power_grid.png
Bar = 20 um. Pins as bars on the die edge.
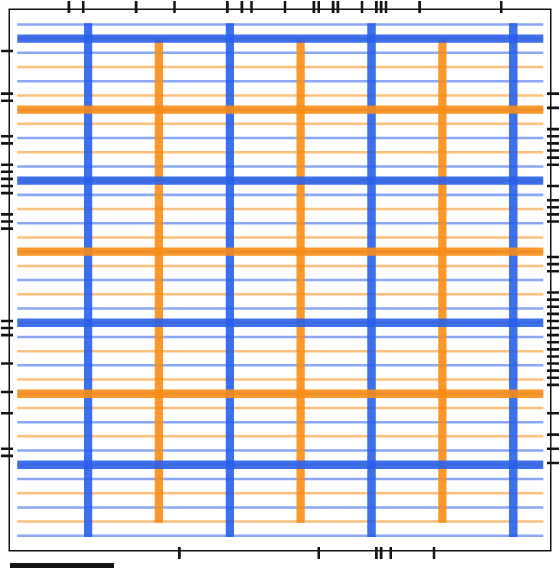
placement_by_type.png
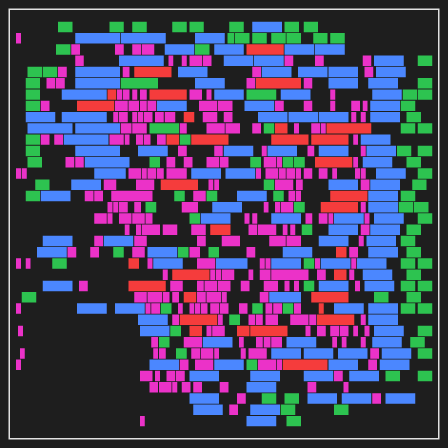
clk_routes.png
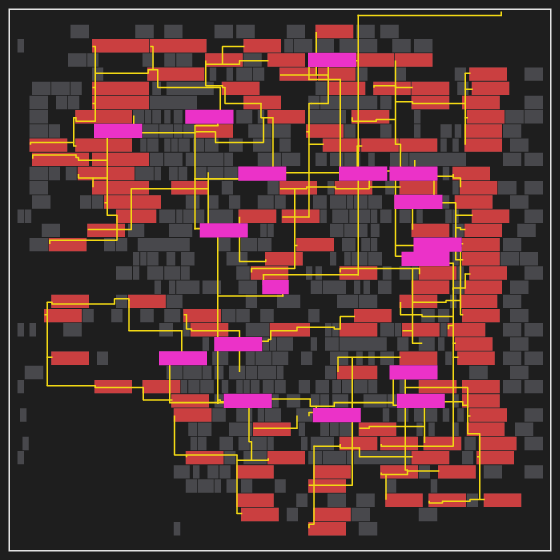
wires.png
Bar = 20 um.
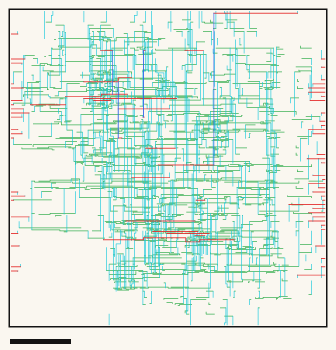
<file path="config.mk">
export PLATFORM = sky130hd
export DESIGN_NAME = monitor_scheduler
export DESIGN_NICKNAME = d
export VERILOG_FILES = /design/src/rtl/monitor_scheduler.sv
export SDC_FILE = /design/constraint.sdc
export NUM_CORES = 1
export LEC_CHECK = 0
export CAP_MARGIN = 10
export CORE_UTILIZATION = 40
export DETAILED_ROUTE_END_ITERATION = 12
export PLACE_DENSITY_LB_ADDON = 0.2
export SYNTH_ARGS = -nofsm -noshare
export SYNTH_HDL_FRONTEND = slang
export SYNTH_SLANG_ARGS = --single-unit
</file>
<file path="constraint.sdc">
create_clock -name clk_25MHz -period 1.9 [get_ports clk_25MHz]
set_input_delay 0.38 -clock clk_25MHz [delete_from_list [all_inputs] [get_ports clk_25MHz]]
set_output_delay 0.38 -clock clk_25MHz [all_outputs]
set_load 0.005 [all_outputs]
</file>
<file path="src/rtl/monitor_scheduler.sv">
// Raster timing and overlay sequencing for the dashboard monitor: counters, sync,
// ROM addresses, a ROM-latency-aligned source select, and frame-safe value capture.
module monitor_scheduler #(
    parameter int H_ACTIVE = 640,
    parameter int H_FP     = 16,
    parameter int H_SYNC   = 96,
    parameter int H_BP     = 48,
    parameter int V_ACTIVE = 480,
    parameter int V_FP     = 10,
    parameter int V_SYNC   = 2,
    parameter int V_BP     = 33,
    parameter int DIG_X0   = 224,
    parameter int DIG_Y0   = 208,
    parameter int ICON_X0  = 0,
    parameter int ICON_Y0  = 0
) (
    input  logic        clk_25MHz,
    input  logic        rst,
    input  logic        upd_req,
    input  logic [3:0]  a_in,
    input  logic [3:0]  b_in,
    input  logic [3:0]  c_in,
    input  logic [1:0]  drive_in,
    output logic        upd_ack,
    output logic [16:0] pixel_addr,
    output logic [16:0] pixel_addr_num,
    output logic [3:0]  src_sel,
    output logic        hsync,
    output logic        vsync,
    output logic        valid,
    output logic [9:0]  h_cnt,
    output logic [9:0]  v_cnt
);

    localparam logic [9:0] H_LAST   = 10'(H_ACTIVE + H_FP + H_SYNC + H_BP - 1);
    localparam logic [9:0] V_LAST   = 10'(V_ACTIVE + V_FP + V_SYNC + V_BP - 1);
    localparam logic [9:0] HS_FIRST = 10'(H_ACTIVE + H_FP);
    localparam logic [9:0] HS_LAST  = 10'(H_ACTIVE + H_FP + H_SYNC - 1);
    localparam logic [9:0] VS_FIRST = 10'(V_ACTIVE + V_FP);
    localparam logic [9:0] VS_LAST  = 10'(V_ACTIVE + V_FP + V_SYNC - 1);
    localparam logic [9:0] H_ACT    = 10'(H_ACTIVE);
    localparam logic [9:0] V_ACT    = 10'(V_ACTIVE);
    localparam logic [9:0] DX0      = 10'(DIG_X0);
    localparam logic [9:0] DY0      = 10'(DIG_Y0);
    localparam logic [9:0] IX0      = 10'(ICON_X0);
    localparam logic [9:0] IY0      = 10'(ICON_Y0);

    typedef enum logic {ST_IDLE, ST_PEND} state_t;

    logic [9:0]  r_hc, r_vc;
    logic [3:0]  r_dig [3];
    logic [1:0]  r_gear;
    state_t      r_state;
    logic        r_upd_ack;

    logic [16:0] r_addr, r_addr_num;
    logic [3:0]  r_sel1;
    logic [9:0]  r_h1, r_v1;
    logic        r_hs1, r_vs1, r_vld1;

    logic [3:0]  r_src_sel;
    logic [9:0]  r_h_cnt, r_v_cnt;
    logic        r_hsync, r_vsync, r_valid;

    logic [9:0]  w_dig_dx, w_dig_dy, w_icon_dx, w_icon_dy;
    logic        w_in_dig, w_in_icon;
    logic        w_hs_n, w_vs_n, w_vis;
    logic [3:0]  w_dig_code [4];
    logic [3:0]  w_gear_code, w_sel1;
    logic        w_cap_point, w_capture;

    always_ff @(posedge clk_25MHz) begin
        if (rst) begin
            r_hc <= '0;
            r_vc <= '0;
        end else if (r_hc == H_LAST) begin
            r_hc <= '0;
            r_vc <= (r_vc == V_LAST) ? '0 : r_vc + 10'd1;
        end else begin
            r_hc <= r_hc + 10'd1;
        end
    end

    // Unsigned wrap makes positions left of / above a region look huge, so one compare bounds each axis.
    assign w_dig_dx  = r_hc - DX0;
    assign w_dig_dy  = r_vc - DY0;
    assign w_icon_dx = r_hc - IX0;
    assign w_icon_dy = r_vc - IY0;
    assign w_in_dig  = (w_dig_dx < 10'd192) && (w_dig_dy < 10'd64);
    assign w_in_icon = (w_icon_dx < 10'd64) && (w_icon_dy < 10'd64);

    assign w_hs_n = !((r_hc >= HS_FIRST) && (r_hc <= HS_LAST));
    assign w_vs_n = !((r_vc >= VS_FIRST) && (r_vc <= VS_LAST));
    assign w_vis  = (r_hc < H_ACT) && (r_vc < V_ACT);

    genvar gi;
    generate
        for (gi = 0; gi < 3; gi++) begin : g_dig_code
            assign w_dig_code[gi] = (r_dig[gi] > 4'd9) ? 4'd0 : r_dig[gi];
        end
    endgenerate
    assign w_dig_code[3] = 4'd0;

    always_comb begin
        case (r_gear)
            2'b01:   w_gear_code = 4'd12;
            2'b10:   w_gear_code = 4'd10;
            default: w_gear_code = 4'd11;
        endcase
    end

    always_comb begin
        w_sel1 = 4'd15;
        if (w_in_dig) begin
            w_sel1 = w_dig_code[w_dig_dx[7:6]];
        end else if (w_in_icon) begin
            w_sel1 = w_gear_code;
        end
    end

    always_ff @(posedge clk_25MHz) begin
        if (rst) begin
            r_addr     <= '0;
            r_addr_num <= '0;
            r_sel1     <= 4'd15;
            r_h1       <= '0;
            r_v1       <= '0;
            r_hs1      <= 1'b1;
            r_vs1      <= 1'b1;
            r_vld1     <= 1'b0;
        end else begin
            r_addr     <= w_in_icon ? {5'd0, w_icon_dy[5:0], w_icon_dx[5:0]} : '0;
            r_addr_num <= w_in_dig ? {5'd0, w_dig_dy[5:0], w_dig_dx[5:0]} : '0;
            r_sel1     <= w_sel1;
            r_h1       <= r_hc;
            r_v1       <= r_vc;
            r_hs1      <= w_hs_n;
            r_vs1      <= w_vs_n;
            r_vld1     <= w_vis;
        end
    end

    // Second stage lines everything up with the ROM data, which lands one cycle after the address.
    always_ff @(posedge clk_25MHz) begin
        if (rst) begin
            r_src_sel <= 4'd15;
            r_h_cnt   <= '0;
            r_v_cnt   <= '0;
            r_hsync   <= 1'b1;
            r_vsync   <= 1'b1;
            r_valid   <= 1'b0;
        end else begin
            r_src_sel <= r_sel1;
            r_h_cnt   <= r_h1;
            r_v_cnt   <= r_v1;
            r_hsync   <= r_hs1;
            r_vsync   <= r_vs1;
            r_valid   <= r_vld1;
        end
    end

    // Values change only on the first blanking line so a frame never mixes old and new.
    assign w_cap_point = (r_hc == 10'd0) && (r_vc == V_ACT);
    assign w_capture   = w_cap_point && ((r_state == ST_PEND) || upd_req);

    always_ff @(posedge clk_25MHz) begin
        if (rst) begin
            r_state   <= ST_IDLE;
            r_upd_ack <= 1'b0;
            r_dig[0]  <= '0;
            r_dig[1]  <= '0;
            r_dig[2]  <= '0;
            r_gear    <= 2'b00;
        end else begin
            r_upd_ack <= 1'b0;
            if (w_capture) begin
                r_dig[0]  <= a_in;
                r_dig[1]  <= b_in;
                r_dig[2]  <= c_in;
                r_gear    <= drive_in;
                r_upd_ack <= 1'b1;
                r_state   <= ST_IDLE;
            end else if (upd_req) begin
                r_state <= ST_PEND;
            end
        end
    end

    assign upd_ack        = r_upd_ack;
    assign pixel_addr     = r_addr;
    assign pixel_addr_num = r_addr_num;
    assign src_sel        = r_src_sel;
    assign hsync          = r_hsync;
    assign vsync          = r_vsync;
    assign valid          = r_valid;
    assign h_cnt          = r_h_cnt;
    assign v_cnt          = r_v_cnt;

endmodule

</file>
==> deck_impl_summary.md <==
Flow Results at a Glance

Power and ir drop
  • Final Power: 0.00588 W
  • Combinational power share: 2.9%
  • Share of total power in the clock network: 55.0%
  • Sw Ratio: 21.0%
  • Internal Power: 0.00465 W
  • Static leakage: 2.35 nW
  • Cell Pwr Density: 1020 nW/um^2
  • Sequential share of power: 42.0%
  • NetSw: 0.00123 W

STA
  • Hold_ws: 0.353 ns
  • Slew Viols, Final: 0
  • Setup repair after global routing missed its margin: no
  • Final worst-path cycle share: 95.7%
  • Post-Route Skew: 0.00821 ns
  • Fin worst setup slack: 0.0825 ns
  • Peak Freq: 0.550 GHz
  • Min Tclk post-route: 1.82 ns
  • Fin. Hold Viols: 0
  • Final setup viols: 0

Logic synthesis
  • #FFs+latches synth: 114
  • Synth Seq Share: 58.4%
  • Top cells by count: dfxtp_1 (102), nor2_1 (53), nor2b_1 (33), inv_1 (20), and2_1 (13)
  • Ys async rst share: 0%
  • Synth Instances: 395
  • Top-count cell post-synth: dfxtp_1
  • Syn_area_per_cell: 10.4 sq um
  • Synth top area cells: dfxtp_1 (50%), edfxtp_1 (8.8%), nor2b_1 (5.0%), nor2_1 (4.8%), ha_1 (3.3%)
  • Yosys chip area: 4110 sq um
  • Post-synth top flop: dfxtp_1
  • Area share, top type: 49.7%
  • Cell area after synthesis: 4110 sq um
  • Yosys warning count: 0
  • Number of enable flip-flop cells: 12
  • Distinct lib cells used: 50
  • Yosys cell count: 395
  • Synth area leader: dfxtp_1

Clock tree
  • Post CTS Setup Buffer Count: 0
  • Skew-Pair Late Insertion Delay: 0.51 ns
  • Maximum clock path buffer count: 2
  • CTS H-tree lvls: 4
  • CTS root buf: clkbuf_8
  • Clk sinks: 114
  • CTS clock-pin slew for the worst setup and hold paths: 0.06 ns
  • Hold buffers post-CTS: 0
  • CTS tree: yes
  • Total CTS buffers: 17

Floorplanning
  • Row cnt: 36
  • Die area: 10700 sq um
  • Core Util at FP: 41.7%
  • Ports: 79

Flow run
  • Max-cap violations: 0
  • Log Warnings: 32

Worst hold path
  • Hold WC Path Type: input port to flip-flop
  • WHS Path Cells: 3

Critical path
  • CP Capture Type: flip-flop
  • Worst EP arrival: 2.20 ns
  • CP Launch Type: flip-flop
  • CP Class: flip-flop to flip-flop
  • Register-to-Register Path Depth: 6
  • Worst-path fanout max: 8
  • Worst EP required: 2.29 ns
  • R2R Setup Slk: 0.08 ns

Drt
  • Vias/cell: 4.57
  • Violation tally from detailed-route iteration zero: 153
  • Routed Antenna Nets: 0
  • DRC Markers: 0
  • DR pass1 iterations: 5

Global route
  • Vias in the first global route: 2670
  • GRT overflow: 0
  • Largest net degree at the start of global routing: 70
  • Global-route wire length before repair: 12700 um
  • Initial antenna violation count: 0

Placement
  • Pre-CTS setup slack: -0.0301 ns
  • Dpl cells: 605
  • Detailed-placement wirelength estimate: 5310 um
  • Port bufs: 68
  • Routability-driven placement congestion ratio: 0.881

Finish
  • Post-layout util: 58.3%
  • N_diodes: 0
  • FILL cells: 824
  • Final cell count without fillers: 638
  • Area grow syn2layout: 39.9%
  • Layout cell share with drive strength beyond 1: 16.8%
  • Post-layout nets: 520

Run status
  • Status: finished, final reports clean
Back to the opening pictures, power_grid.png:
legend:
  blue:
    net: VSS
  orange:
    net: VDD
met4 straps: 7
met1 rails: 37
met5 straps: 7
rows: 36
signal pins: 79
Peak VDD IR: 0.000511 V
core area: 9860 sq um
die width: 103 um

Back to the opening pictures, placement_by_type.png:
legend:
  green:
    class: remaining buffers and delay cells
    cells: 98
    share_of_their_area: 17%
  red:
    class: clock drivers and dummy loads
    cells: 32
    share_of_their_area: 11%
  magenta:
    class: combinational and other logic
    cells: 261
    share_of_their_area: 29%
  blue:
    class: sequential cells
    cells: 114
    share_of_their_area: 43%

Back to the opening pictures, clk_routes.png:
legend:
  yellow:
    item: clock wires
    length: 1410 um
  red:
    item: flip-flops
    count: 114
  magenta:
    item: clock drivers
    count: 17
flops lie: all over the die
routed clock nets: 18

Back to the opening pictures, wires.png:
legend:
  red:
    layer: metal 3
    wire_length: 454 um
  green:
    layer: metal 1
    wire_length: 3670 um
  blue:
    layer: metal 4
    wire_length: 104 um
  cyan:
    layer: metal 2
    wire_length: 3760 um
Total GRT Usage: 16.2%
Via Count: 2917
drt wl/cell: 12.5 um
final wirelength: 7980 um

## placed cells by master (no fill, tap or decap), types with 9 or more instances in the layout
| cell | netlist | layout |
|---|---|---|
| nand2b_1 | 11 | 11 |
| ha_1 | 11 | 10 |
| conb_1 | 1 | 10 |
| and2_1 | 13 | 13 |
| dfxtp_1 | 102 | 99 |
| inv_1 | 20 | 18 |
| nand3_1 | 9 | 9 |
| buf_4 | 12 | 27 |
| clkdlybuf4s50_1 | 0 | 67 |
| nor2b_1 | 33 | 32 |
| xor2_1 | 11 | 11 |
| nor2_1 | 53 | 53 |
| clkbuf_16 | 0 | 18 |
| edfxtp_1 | 12 | 12 |
## cells by family (layout without fill, tap and decap cells)
kind of cell / after synthesis / count (layout) / synth area share (%)
mux: 2 / 2 / 0.487
compound gates: 30 / 30 / 5.23
xor+xnor: 19 / 19 / 4.23
buf+inv: 49 / 150 / 5.75
simple gates: 169 / 169 / 22.5
flops: 114 / 114 / 58.4
fa+ha+maj: 11 / 11 / 3.35
other cells: 1 / 10 / 0.0912
## layer usage
metal  share of wire, %  track usage (%)  vias up
met5                  0                0        -
met2                 47             25.3       96
met4                1.3             7.26        0
met1                 46             20.8     1335
met3                5.7             4.84        9
li1                   -                -     1477
## per-stage QoR
stage          cell area [sq um]  setup TNS (ns)
2_1_floorplan               4150               0
3_3_place_gp                5070               0
3_5_place_dp                5070          -0.357
4_1_cts                     5690               0
5_1_grt                     5750               0
6_report                    5750               0
## power by group through the flow
stage | Clock [W] | Sequential [W] | Combinational [W]
after floorplan | 0 | 0.00253 | 0.0000837
after global placement | 0 | 0.00252 | 0.000161
after detailed placement | 0 | 0.00252 | 0.000163
after CTS | 0.00330 | 0.00247 | 0.000165
after global routing | 0.00340 | 0.00247 | 0.000188
final | 0.00324 | 0.00247 | 0.000172
## flip-flops by register name, summed over array words and instances (netlist names), 2 cells and up
register        count
pixel_addr         12
pixel_addr_num     12
r_dig              12
h_cnt              10
r_h1               10
r_hc               10
r_v1               10
r_vc               10
v_cnt              10
r_sel1              4
src_sel             4
r_gear              2
## path summary, 6_finish.rpt
check,start,to
setup / recovery,r_hc[5],r_sel1[2]
hold / removal,rst,r_h1[5]
setup reg to reg,r_hc[5],r_sel1[2]
hold reg to reg,r_sel1[2],src_sel[2]
## timing repair
item,4_1_cts,5_1_grt
pin swaps,0,0
gates resized,2,11
gates cloned,0,1
setup endpoints to repair,6,17
## worst max-delay path, stage by stage, from the launching register on
cell	delay [ns]
dfxtp_1	0.32
ha_1	0.40
nor2b_1	0.19
a22oi_1	0.18
nor2_1	0.06
a311o_1	0.36
o32a_1	0.18
## area by class of cell
class / instances / area [sq um] / share of cell area, %
clock buffers: 19 / 443 / 7.70
clock inverters: 13 / 171 / 2.98
inverters: 20 / 77.6 / 1.35
multi-input cells: 241 / 1550 / 26.9
flip-flops and latches: 114 / 2410 / 41.8
well taps: 133 / 166 / 2.89
repair buffers: 98 / 943 / 16.4
Power and IR drop assume default switching activity.
